<file path="config.mk">
export PLATFORM = sky130hd
export DESIGN_NAME = sbox_word_arbiter
export DESIGN_NICKNAME = d
export VERILOG_FILES = /design/src/rtl/sbox_word_arbiter.sv
export SDC_FILE = /design/constraint.sdc
export NUM_CORES = 1
export LEC_CHECK = 0
export ABC_AREA = 1
export CORE_MARGIN = 10
export CORE_UTILIZATION = 45
export DETAILED_ROUTE_END_ITERATION = 8
export GPL_TIMING_DRIVEN = 0
export PLACE_DENSITY = 0.7
export SETUP_SLACK_MARGIN = 0.05
export SLEW_MARGIN = 5
export SYNTH_ARGS = -nofsm -noshare
export SYNTH_HDL_FRONTEND = slang
export SYNTH_SLANG_ARGS = --single-unit
</file>
<file path="constraint.sdc">
create_clock -name clk -period 2.15 [get_ports clk]
set_input_delay 0.43 -clock clk [delete_from_list [all_inputs] [get_ports clk]]
set_output_delay 0.43 -clock clk [all_outputs]
set_load 0.05 [all_outputs]
</file>
<file path="src/rtl/sbox_word_arbiter.sv">
// Round-robin arbiter that shares one byte-wide registered S-box between two
// 32-bit word requesters, issuing bytes MSB first and reassembling in place.
module sbox_word_arbiter #(
   parameter int SBOX_LAT = 1
) (
   input  logic        clk,
   input  logic        reset,
   input  logic        req0_valid,
   input  logic [31:0] req0_word,
   output logic        req0_ready,
   output logic        req0_done,
   output logic [31:0] req0_result,
   input  logic        req1_valid,
   input  logic [31:0] req1_word,
   output logic        req1_ready,
   output logic        req1_done,
   output logic [31:0] req1_result,
   output logic [7:0]  sbox_addr,
   output logic        sbox_valid,
   input  logic [7:0]  sbox_dout,
   output logic        busy,
   output logic        grant_id
);

   typedef enum logic [1:0] {IDLE, ISSUE, DRAIN, DONE} state_t;

   state_t              state, state_nxt;
   logic                last_grant;
   logic [31:0]         word_q;
   logic [1:0]          idx;
   logic [31:0]         work, work_nxt;
   logic [SBOX_LAT-1:0] tag_valid;
   logic [1:0]          tag_idx [SBOX_LAT];
   logic                sel_port, offer, pipe_quiet;

   // With both ports asking, the one that did not win last time goes next.
   always_comb begin
      sel_port = req1_valid;
      if (req0_valid && req1_valid) sel_port = ~last_grant;
      offer = reset && (state == IDLE) && (req0_valid || req1_valid);
   end

   assign req0_ready = offer && !sel_port;
   assign req1_ready = offer && sel_port;

   // The byte emerging this cycle is captured on the same edge that enters
   // DONE, so only the younger tags have to be empty to leave DRAIN.
   generate
      if (SBOX_LAT == 1) begin : g_quiet_single
         assign pipe_quiet = 1'b1;
      end else begin : g_quiet_multi
         assign pipe_quiet = ~|tag_valid[SBOX_LAT-2:0];
      end
   endgenerate

   always_comb begin
      work_nxt = work;
      if (tag_valid[SBOX_LAT-1]) begin
         case (tag_idx[SBOX_LAT-1])
            2'd0:    work_nxt[31:24] = sbox_dout;
            2'd1:    work_nxt[23:16] = sbox_dout;
            2'd2:    work_nxt[15:8]  = sbox_dout;
            default: work_nxt[7:0]   = sbox_dout;
         endcase
      end
   end

   always_comb begin
      state_nxt  = state;
      sbox_valid = 1'b0;
      sbox_addr  = 8'h00;
      case (state)
         IDLE: begin
            if (offer) state_nxt = ISSUE;
         end
         ISSUE: begin
            sbox_valid = 1'b1;
            case (idx)
               2'd0:    sbox_addr = word_q[31:24];
               2'd1:    sbox_addr = word_q[23:16];
               2'd2:    sbox_addr = word_q[15:8];
               default: sbox_addr = word_q[7:0];
            endcase
            if (idx == 2'd3) state_nxt = DRAIN;
         end
         DRAIN: begin
            if (pipe_quiet) state_nxt = DONE;
         end
         DONE: begin
            state_nxt = IDLE;
         end
         default: state_nxt = IDLE;
      endcase
   end

   assign busy      = (state != IDLE);
   assign req0_done = (state == DONE) && !grant_id;
   assign req1_done = (state == DONE) && grant_id;

   // Each issued lookup carries its byte index alongside the S-box latency.
   always_ff @(posedge clk or negedge reset) begin
      if (!reset) begin
         tag_valid <= '0;
         for (int i = 0; i < SBOX_LAT; i++) tag_idx[i] <= 2'd0;
      end else begin
         tag_valid[0] <= sbox_valid;
         tag_idx[0]   <= idx;
         for (int i = 1; i < SBOX_LAT; i++) begin
            tag_valid[i] <= tag_valid[i-1];
            tag_idx[i]   <= tag_idx[i-1];
         end
      end
   end

   always_ff @(posedge clk or negedge reset) begin
      if (!reset) begin
         state       <= IDLE;
         last_grant  <= 1'b1;
         grant_id    <= 1'b0;
         word_q      <= 32'h0;
         idx         <= 2'd0;
         work        <= 32'h0;
         req0_result <= 32'h0;
         req1_result <= 32'h0;
      end else begin
         state <= state_nxt;
         work  <= work_nxt;
         case (state)
            IDLE: begin
               if (offer) begin
                  word_q     <= sel_port ? req1_word : req0_word;
                  grant_id   <= sel_port;
                  last_grant <= sel_port;
                  idx        <= 2'd0;
               end
            end
            ISSUE: begin
               idx <= idx + 2'd1;
            end
            DRAIN: begin
               if (pipe_quiet) begin
                  if (grant_id) req1_result <= work_nxt;
                  else          req0_result <= work_nxt;
               end
            end
            default: ;
         endcase
      end
   end

endmodule
</file>
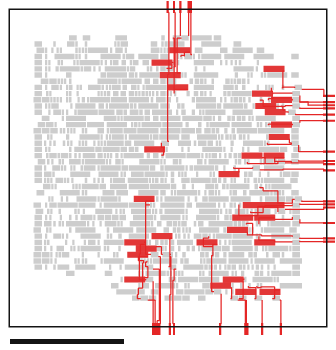
**Above:** run 1 (wires at chosen ports, followed through buffers).
Bar = 50 um.
| colour | port | bits | direction | edge | end cells | buffers | wire |
|---|---|---|---|---|---|---|---|
| red | `req1_result` | 32 | output | 16 right, 11 bottom, 5 top | 32 | 32 | 1090 um |
number of top-level pins: 155
Port Buffers: 154

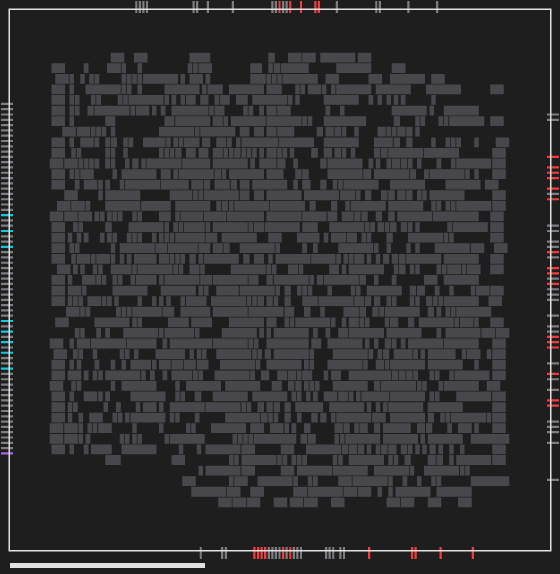
**Above:** run 1 (ports around the boundary).
Bar = 50 um. Pins as bars across the die edge, other pins in grey.
| colour | port | pins | direction | edge |
|---|---|---|---|---|
| red | `req1_result` | 32 | output | 16 right, 11 bottom, 5 top |
| purple | `clk` | 1 | input | left |
| cyan | `sbox_addr` | 8 | output | left |
all pins by edge: 67 left, 39 right, 27 bottom, 22 top

==> summary.txt, run 1 <==
Physical implementation status

The flow ran to the end, but the final reports show violations. The total power stands at 16.2 mW. The net count of the finished layout is 1086. The post-route worst hold slack stands at between 0.04 and 0.05 ns. The layout report lists the non-clock buffer share of cell area as 0.228. The cell-mix breakdown from Yosys lists the compound-gate area share as 0.0395. In this run the tools logged warnings totalling 36. Of the total standard cell area in the layout, the sequential portion is 0.358. The most common logic cell in the final layout is nand2_1. In the layout the commonest cells are nand2_1 (407), clkdlybuf4s50_1 (138), dfrtp_1 (134).

The cell leakage power stands at 4.83 nW. According to the timing report, the arrival time at the worst endpoint equals approximately 1.8 ns. The half-perimeter wire length after detailed placement stands at 13400 um. On the reported timing paths, the clock transition at the registers reads 0.06 ns. The XOR/XNOR share of the synthesized area stands at 0. According to the hold report, the worst path is of the input pin to asynchronous set/reset pin type.

The number of global-route vias before repair stands at just under 6000. Max-slew check failures listed in the final report amount to 0. The top achievable clock speed stands at approximately 450 MHz. OpenSTA, run right after detailed placement, puts the worst setup slack at -1.21 ns. The worst-case setup margin in the final layout stands at -0.0912 ns. The script logs the mean routed wire length per placed instance as 16.5 um. The total inserted antenna cells stands at 0. The count of plain and timing-repair buffers stands at 216.

The timing report gives the biggest stage delay along the critical path as between 0.4 and 0.5 ns. In this run the clock root is driven by a clkbuf_16. The highest layer touched by signal routing is met4. STA classifies the critical path startpoint as a register. Of the cells placed in the final design, the portion with a size suffix greater than 1 is 0.154. The biggest area contributor in the post-synthesis netlist is dfrtp_1. The number of cells reported by Yosys stat comes to approximately 800. Yosys shows that the main logic family after synthesis is simple AND/OR/NAND/NOR gates. The report shows a maximum critical-path fanout of 9.

The synthesized design contains 0 enable-type register cells. The gate-level netlist out of Yosys references 23 unique cell types. The post-route antenna net violation count stands at 0. The number of setup violations in the final report stands at 9. The async set-or-reset flop fraction in the synthesized netlist stands at 1.00. Together, buffers and inverters on the worst path number 5. The number of sequential cells stands at 137. The number of buffers inserted during clock tree synthesis stands at 17. Setup repair after global routing could not meet its margin everywhere. The final reports fail on setup timing.

The final standard cell area without fillers stands at 9580 um2. The height of the die stands at 139 um. The part of the Yosys area used for sequential elements stands at 0.541. For flop-to-flop paths, the worst setup slack is 0.26 ns.

The post-synth net total stands at 884. The clock buffer count stands at 20. Summed over all layers, the global routing overflow is 0.
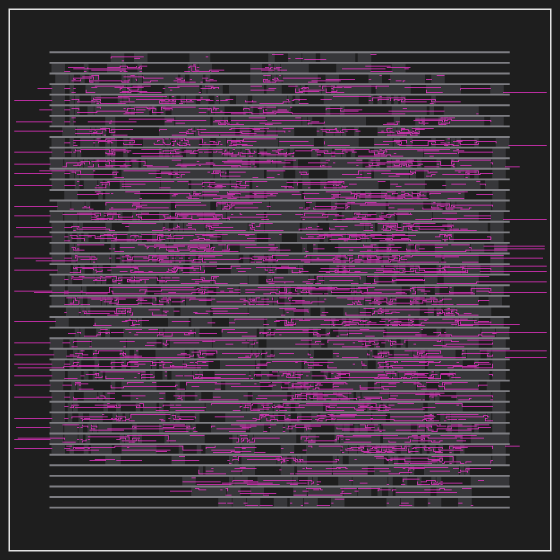
**Above:** run 1 (signal wires on met1).
Supply wires on this layer in grey.
longest straight run: 31.3 um
wire length on this layer: 8260 um
nets with wire on the layer: 981

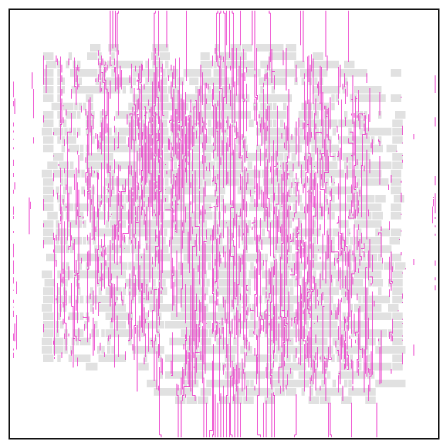
**Above:** run 1 (met2 routing).
share of all routed wire: 49%
longest straight run: 51.0 um
wire length on this layer: 9640 um
nets with wire on the layer: 838
main direction: vertical
met2 layer usage reported by global route: 0.310
total vias in the final route: 5861
sum of routed wire length over all layers: 19700 um

[run 1: cells by family (layout without fill, tap and decap cells)]
group,Yosys count,after routing
buffers and inverters,95,310
DFF,137,137
AOI/OAI and AO/OA,40,40
and+or+nand+nor,518,518
adders and majority gates,9,9
[run 1: worst min-delay path, cell delays in order]
cell and delay (ns):
buf_16 0.10, buf_12 0.10, buf_12 0.18
[run 1: flip-flops by register name, indices dropped and copies added, names as in the netlist]
register	cells
word_q	32
grant_id	1
tag_valid	1
req1_result	32
tag_idx	2
last_grant	1
work	32
req0_result	32
idx	2
state	2
[run 1: report_power, final]
group | switching [mW] | total [mW] | internal (mW) | leakage (nW)
sequential | 0.752 | 4.58 | 3.82 | 1.67
clock | 1.09 | 3.20 | 2.12 | 0.324
combinational | 5.39 | 8.44 | 3.04 | 2.84
==> inputs of run 2 (changes only) <==
--- a/config.mk
+++ b/config.mk
@@ -9,6 +9,7 @@
 export CORE_MARGIN = 10
 export CORE_UTILIZATION = 45
 export DETAILED_ROUTE_END_ITERATION = 8
+export GPL_ROUTABILITY_DRIVEN = 0
 export GPL_TIMING_DRIVEN = 0
 export PLACE_DENSITY = 0.7
 export SETUP_SLACK_MARGIN = 0.05
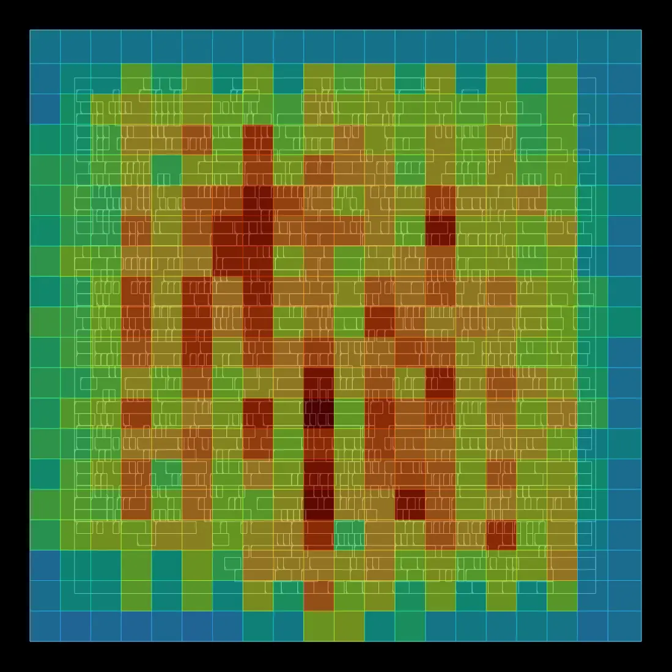
**Above:** run 2 (congestion heat map).
routed length per placed instance: 16.5 um
M1 GR Usage: 0.222
final core utilization: 0.693
met3 routing resource usage after global routing: 0.0671

==> run 2 against run 1 <==
The run still ends with setup timing left; combinational power about the same; via count unchanged; global-route usage unchanged; hold slack unchanged; register-to-register slack about the same; sequential power about the same; total power unchanged; non-clock buffer count unchanged; cell count unchanged; critical endpoint unchanged; cell area unchanged; wire length unchanged; area after synthesis unchanged.
==> summary.txt, run 2 <==
Physical implementation status

The flow ran to the end, but the final reports show violations. The final reports fail on setup timing. The half-perimeter wire length after detailed placement stands at 13400 um. The critical path contains buffers and inverters numbering 5 combined. The worst-case setup margin in the final layout stands at -0.0912 ns. The most common logic cell in the final layout is nand2_1.

The post-route antenna net violation count stands at 0. Per the synthesis report, the AND-OR/OR-AND share of the synthesized area is 0.0395. The number of setup violations in the final report stands at 9. Port buffering added 154 buffers. Setup repair after global routing could not meet its margin everywhere. The synthesis run identifies the leading combinational cell family as simple AND/OR/NAND/NOR gates. Data on the critical path arrives at its endpoint at between 1.5 and 2 ns. CTS placed an instance of clkbuf_16 at the clock tree root. The library cells used most frequently in the layout, excluding fill and tap cells, are nand2_1 (407), clkdlybuf4s50_1 (138), dfrtp_1 (134). The final antenna diode tally reported by the flow is 0. Across all hold checks on the routed design, the worst slack comes to 0.0454 ns. The warning total across the stage logs stands at 36. The number of enable flip-flop cells stands at 0.

The die is 139 um tall. The highest cell delay on the worst timing path stands at a little over 0.4 ns. The count of pins on the block boundary stands at 155. The worst slack at placement stands at -1.21 ns. The layout cell share with drive strength beyond 1 stands at 0.154. The count of distinct cell types in the synthesized netlist stands at 23.
run 2: cell counts in the layout (fill, tap and decap cells not counted):
No cell type changed its count.
run 2: logic make-up (layout without fill, tap and decap cells):
group / count (synthesis) / after routing
buffers and inverters: 95 / 310
flip-flops: 137 / 137
AND-OR/OR-AND: 40 / 40
AND/OR/NAND/NOR: 518 / 518
adder cells (fa/ha/maj): 9 / 9
run 2: power breakdown:
part | switching (mW) | internal (mW)
logic | 5.39 | 3.04
registers | 0.752 | 3.82
clock network | 1.09 | 2.12
run 2: area by class of cell:
class                      instances  area [um2]
timing repair buffer             189        2010
sequential                       137        3430
inverter                          62         236
tap                              180         225
clock inverter                    12         196
fill                            1108        4250
buffer                            27         173
multi-input combinational        567        2850
clock buffer                      20         457
**Run 2: ports around the boundary**

Bar = 50 um. Pins as bars across the die edge, other pins in grey.
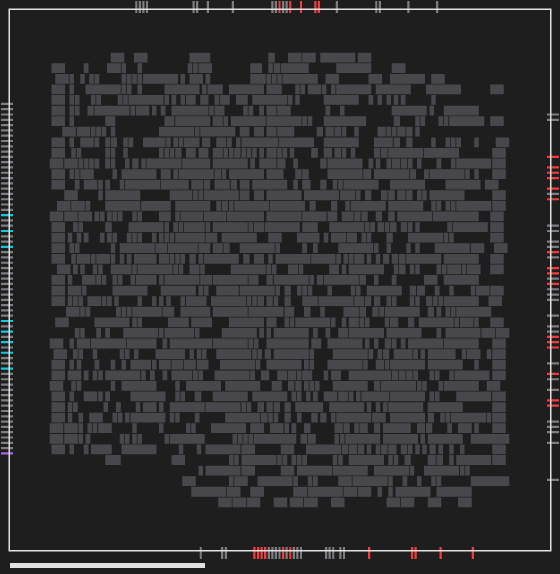

==> inputs of run 3 (changes only) <==
--- a/config.mk
+++ b/config.mk
@@ -5,15 +5,15 @@
 export SDC_FILE = /design/constraint.sdc
 export NUM_CORES = 1
 export LEC_CHECK = 0
-export ABC_AREA = 1
+export CAP_MARGIN = 25
 export CORE_MARGIN = 10
 export CORE_UTILIZATION = 45
 export DETAILED_ROUTE_END_ITERATION = 8
 export GPL_ROUTABILITY_DRIVEN = 0
 export GPL_TIMING_DRIVEN = 0
-export PLACE_DENSITY = 0.7
+export PLACE_DENSITY = 0.72
 export SETUP_SLACK_MARGIN = 0.05
-export SLEW_MARGIN = 5
+export SLEW_MARGIN = 10
 export SYNTH_ARGS = -nofsm -noshare
 export SYNTH_HDL_FRONTEND = slang
 export SYNTH_SLANG_ARGS = --single-unit
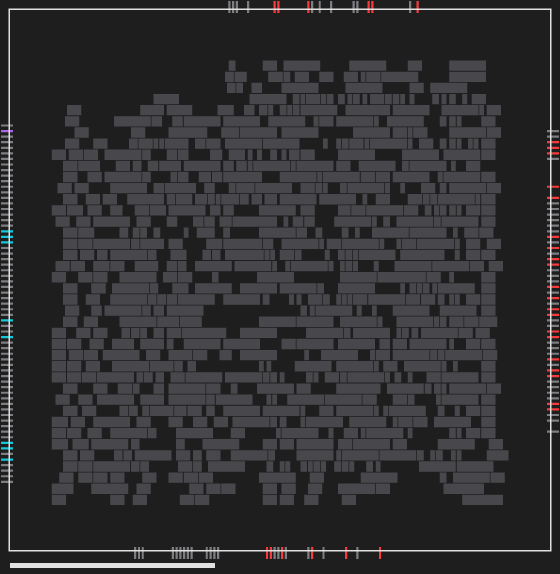
**Above:** run 3 (ports around the boundary).
Bar = 50 um. Pins as bars across the die edge, other pins in grey.
| colour | port | pins | direction | edge |
|---|---|---|---|---|
| red | `req1_result` | 32 | output | 20 right, 6 top, 6 bottom |
| cyan | `sbox_addr` | 8 | output | left |
| purple | `clk` | 1 | input | left |
all pins by edge: 65 left, 49 right, 25 bottom, 16 top
Die Span X: 132 um
vertical die dimension: 132 um

==> run 3 against run 2 <==
The run still ends with setup timing left; total power fell by 4.7%; clock power barely moved; hold slack got worse by 0.040 ns; die area fell by 9.5%; largest power group unchanged; count of clock-buffer cells in the layout fell by 2; utilization rose by 0.84 points; combinational power fell by 8.4%; wire length fell by 15%; sequential power barely moved; global-route usage rose by 0.28 points; highest routed layer unchanged.
==> summary.txt, run 3 <==
Physical implementation status

In the final routed layout, each cell accounts on average for 19.3 um. Checking hold timing, the worst path is listed with class input pin to asynchronous set/reset pin. Per the cell usage report, the commonest logic cells after layout are clkdlybuf4s50_1 (137), dfrtp_1 (133), o21ai_0 (72). The worst-case setup margin in the final layout stands at -0.170 ns.

The combinational power share stands at 0.500. The final standard cell area without fillers stands at 8530 um2. Setup repair after global routing could not meet its margin everywhere.

The met1 layer usage reported by global route stands at 0.220. Of the total power, registers draw 0.294. The flow ran to the end, but the final reports show violations. The internal power summed over all cells stands at 8.75 mW.

The async set-or-reset flop fraction in the synthesized netlist stands at 1.00. The worst setup path is launched from a register. The number of global-route vias before repair stands at 4951.

The timing report notes that buffer and inverter cells on the critical path total 2. After clock tree synthesis, the clock-pin slew on the worst setup and hold paths is 0.06 ns. The share of the Yosys chip area taken by registers is 0.608. The checks that failed: setup timing. The number of setup violations in the final report stands at 8. The worst reg-to-reg setup slack stands at 0.21 ns. The group that draws the most power in this run is combinational logic.
-- run 3: cell types whose count changed after synthesis, moves of 11 or more --
cell | before | now
a221o_1 | 0 | 32
and2_0 | 0 | 28
and2_1 | 16 | 5
inv_1 | 58 | 39
mux2i_1 | 0 | 32
nand2_1 | 411 | 66
nand3_1 | 78 | 3
o21a_1 | 16 | 1
o21ai_0 | 8 | 73
-- run 3: area by class of cell --
cell class / count / area, um2 / area share
Buffer: 27 / 191 / 0.0225
Inverter: 39 / 151 / 0.0178
Clock inverter: 14 / 220 / 0.0258
Multi-Input combinational cell: 285 / 2070 / 0.242
Timing Repair Buffer: 178 / 1820 / 0.214
Clock buffer: 18 / 429 / 0.0503
Sequential cell: 137 / 3430 / 0.403
Tap cell: 168 / 210 / 0.0247
Power figures rest on the tool's default switching activity, not on a simulated workload.
